==> config.mk <==
export PLATFORM = sky130hd
export DESIGN_NAME = fifo_uart_tx
export DESIGN_NICKNAME = d
export VERILOG_FILES = /design/src/rtl/fifo_uart_tx.sv
export SDC_FILE = /design/constraint.sdc
export NUM_CORES = 1
export LEC_CHECK = 0
export CAP_MARGIN = 10
export CORE_MARGIN = 5
export CORE_UTILIZATION = 60
export CTS_BUF_LIST = sky130_fd_sc_hd__clkbuf_4 sky130_fd_sc_hd__clkbuf_8
export CTS_CLUSTER_DIAMETER = 60
export DETAILED_ROUTE_END_ITERATION = 12
export PLACE_DENSITY_LB_ADDON = 0.15
export SYNTH_ARGS = -nofsm -noshare
export SYNTH_HDL_FRONTEND = slang
export SYNTH_SLANG_ARGS = --single-unit
export TNS_END_PERCENT = 1
==> constraint.sdc <==
create_clock -name clk -period 2.9 [get_ports clk]
set_input_delay 0.58 -clock clk [delete_from_list [all_inputs] [get_ports clk]]
set_output_delay 0.58 -clock clk [all_outputs]
set_load 0.05 [all_outputs]
==> src/rtl/fifo_uart_tx.sv <==
// Pops one byte from the upstream FIFO when idle and sends it as a UART 8N1/8N2 frame, LSB first.
// Start bit begins 3 cycles after the pop decision; the FIFO is only popped from IDLE, so it never underflows.
module fifo_uart_tx #(
  parameter int CLKS_PER_BIT = 868,
  parameter int STOP_BITS    = 1
) (
  input  logic       clk,
  input  logic       rstn,
  input  logic [7:0] data_i,
  input  logic       empty_i,
  output logic       rd_en,
  output logic       tx_o,
  output logic       busy_o
);

  localparam int              CW        = (CLKS_PER_BIT > 1) ? $clog2(CLKS_PER_BIT) : 1;
  localparam logic [CW-1:0]   CNT_LAST  = CW'(CLKS_PER_BIT - 1);
  localparam logic [2:0]      STOP_LAST = 3'(STOP_BITS - 1);

  typedef enum logic [2:0] {
    S_IDLE,
    S_RD,
    S_WAIT,
    S_START,
    S_DATA,
    S_STOP
  } state_t;

  state_t          state_q, state_d;
  logic [CW-1:0]   cnt_q, cnt_d;
  logic [2:0]      idx_q, idx_d;
  logic [7:0]      shift_q, shift_d;
  logic            tx_q, tx_d;
  logic            rd_q, rd_d;
  logic            busy_q, busy_d;
  logic            bit_end;

  always_comb begin
    state_d = state_q;
    cnt_d   = cnt_q;
    idx_d   = idx_q;
    shift_d = shift_q;
    bit_end = (cnt_q == CNT_LAST);

    case (state_q)
      S_IDLE: begin
        if (!empty_i) state_d = S_RD;
      end
      S_RD: begin
        state_d = S_WAIT;
      end
      S_WAIT: begin
        shift_d = data_i;
        cnt_d   = '0;
        idx_d   = '0;
        state_d = S_START;
      end
      S_START: begin
        cnt_d = bit_end ? '0 : cnt_q + CW'(1);
        if (bit_end) begin
          idx_d   = '0;
          state_d = S_DATA;
        end
      end
      S_DATA: begin
        cnt_d = bit_end ? '0 : cnt_q + CW'(1);
        if (bit_end) begin
          shift_d = {1'b0, shift_q[7:1]};
          if (idx_q == 3'd7) begin
            idx_d   = '0;
            state_d = S_STOP;
          end else begin
            idx_d = idx_q + 3'd1;
          end
        end
      end
      S_STOP: begin
        // idx_q counts stop bits here so two stop bits reuse the per-bit counter
        cnt_d = bit_end ? '0 : cnt_q + CW'(1);
        if (bit_end) begin
          if (idx_q == STOP_LAST) begin
            idx_d   = '0;
            state_d = S_IDLE;
          end else begin
            idx_d = idx_q + 3'd1;
          end
        end
      end
      default: begin
        state_d = S_IDLE;
      end
    endcase

    // Outputs are derived from the next state so they can be registered with no extra latency.
    rd_d   = (state_d == S_RD);
    busy_d = (state_d != S_IDLE);
    tx_d   = 1'b1;
    if (state_d == S_START)     tx_d = 1'b0;
    else if (state_d == S_DATA) tx_d = shift_d[0];
  end

  always_ff @(posedge clk or negedge rstn) begin
    if (!rstn) begin
      state_q <= S_IDLE;
      cnt_q   <= '0;
      idx_q   <= '0;
      shift_q <= '0;
      tx_q    <= 1'b1;
      rd_q    <= 1'b0;
      busy_q  <= 1'b0;
    end else begin
      state_q <= state_d;
      cnt_q   <= cnt_d;
      idx_q   <= idx_d;
      shift_q <= shift_d;
      tx_q    <= tx_d;
      rd_q    <= rd_d;
      busy_q  <= busy_d;
    end
  end

  assign rd_en  = rd_q;
  assign tx_o   = tx_q;
  assign busy_o = busy_q;

endmodule
==> flow_summary.toml <==
# yosys + openroad results
[placed_design]
io_buffers = 13
detailed_place_hpwl_um = 2040
placedCellCount = 170

[setup_path]
cp_data_arrival_time_ns = 1.66
crit_path_max_fanout = 1
cpLargestDelayFamily = "buffers and inverters"
worstSetupStartpointType = "flop"

[detailed_routing]
wl_met3_um = 104
wl_um = 2710

[outcome]
run_status = "finished, final reports clean"

[global_routing]
pin_count_of_the_biggest_net_entering_global_routing = 28
global_route.overflow_total = 0
grt_util_met3 = 0.0327

[synthesis]
post-synth-top-area-cell = "sky130_fd_sc_hd__dfrtp_1"
flop_cell = "sky130_fd_sc_hd__dfrtp_1"
mappedNetlistArea_sq_mm = 0.00144
synthSimpleGateAreaFrac = 0.232
aoi_share = 0.193
synth.mux.area_fraction = 0.00781
number_of_distinct_standard_cells_referenced_by_the_synthesized_netlist = 45
post_synth_seq_share = 0.469
async_flop_share = 1.00
ys_chip_area_sq_mm = 0.00144

[finish]
final-clk-cell-share = 0.0185
antenna_cells = 0
largest-register = "cnt_q"
layout.clock_buffers = 4
layout_top_cell_excl_fill_tap = "sky130_fd_sc_hd__dfrtp_1"
flop_area_sq_um = 677

[die]
die_height_um = 59.0
die_w_um = 59.0

[clock_network]
post-cts-setup-buffer-count = 0
cts-buffers-inserted = 3
cts_hold_buffers = 0
cts.sinks = 27
cts_clock_pin_slew_for_the_worst_setup_and_hold_paths_ns = 0.14

[timing]
post-route-period-util = 0.774

[power_and_ir_drop]
swShare = 0.209
Routed clock nets over the placement:
Scale bar: 20 um.
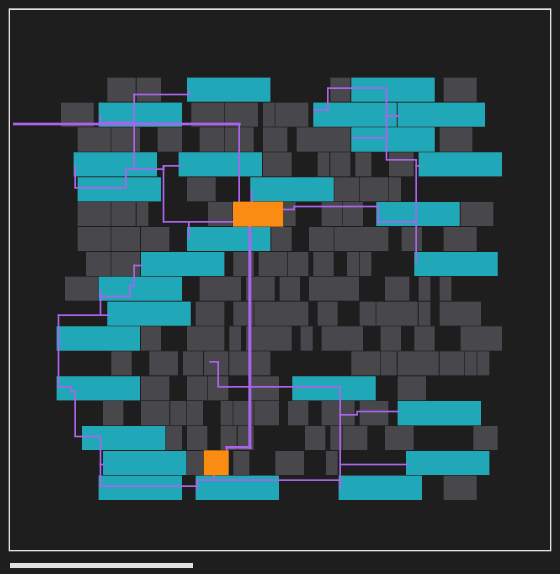
[clock wires] purple | length: 290 um
[cells driving clock nets] orange | count: 3
[flip-flops] cyan | count: 27
flops lie: all over the die
insertion delay of the later-clocked pin in the worst-skew pair: 0.32 ns
Clk power: 0.000171 W
relative contribution of the clock network to total power: 0.293

Cells by drive strength:
Scale bar: 20 um.
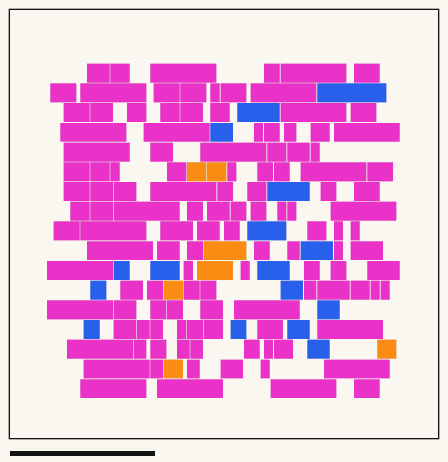
| size | colour | cells | share |
|---|---|---|---|
| drive 1 or less | magenta | 123 | 84% |
| drive 3 to 4 | orange | 7 | 4.8% |
| drive 2 | blue | 16 | 11% |
least setup slack across all paths after layout: 0.655 ns
Syn-to-layout area delta: 12.2%
area of all placed cells without fillers: 0.00162 sq mm
buffer count excluding the clock tree in the final layout: 14

Register map, names as in the netlist:
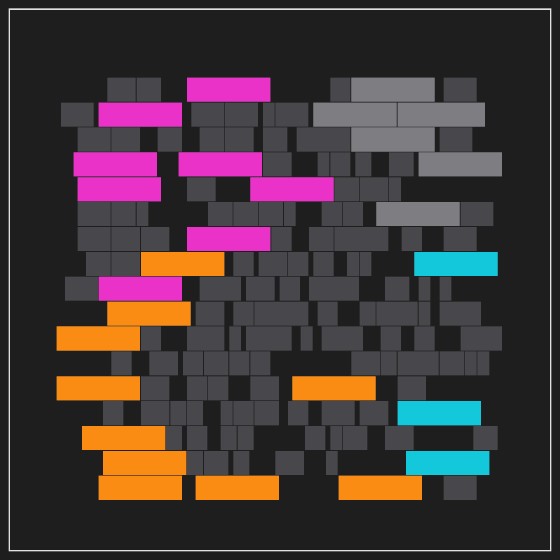
| signal | colour | sequential cells |
|---|---|---|
| `idx_q` | cyan | 3 |
| `shift_q` | magenta | 8 |
| `cnt_q` | orange | 10 |

Power and IR drop assume default switching activity.
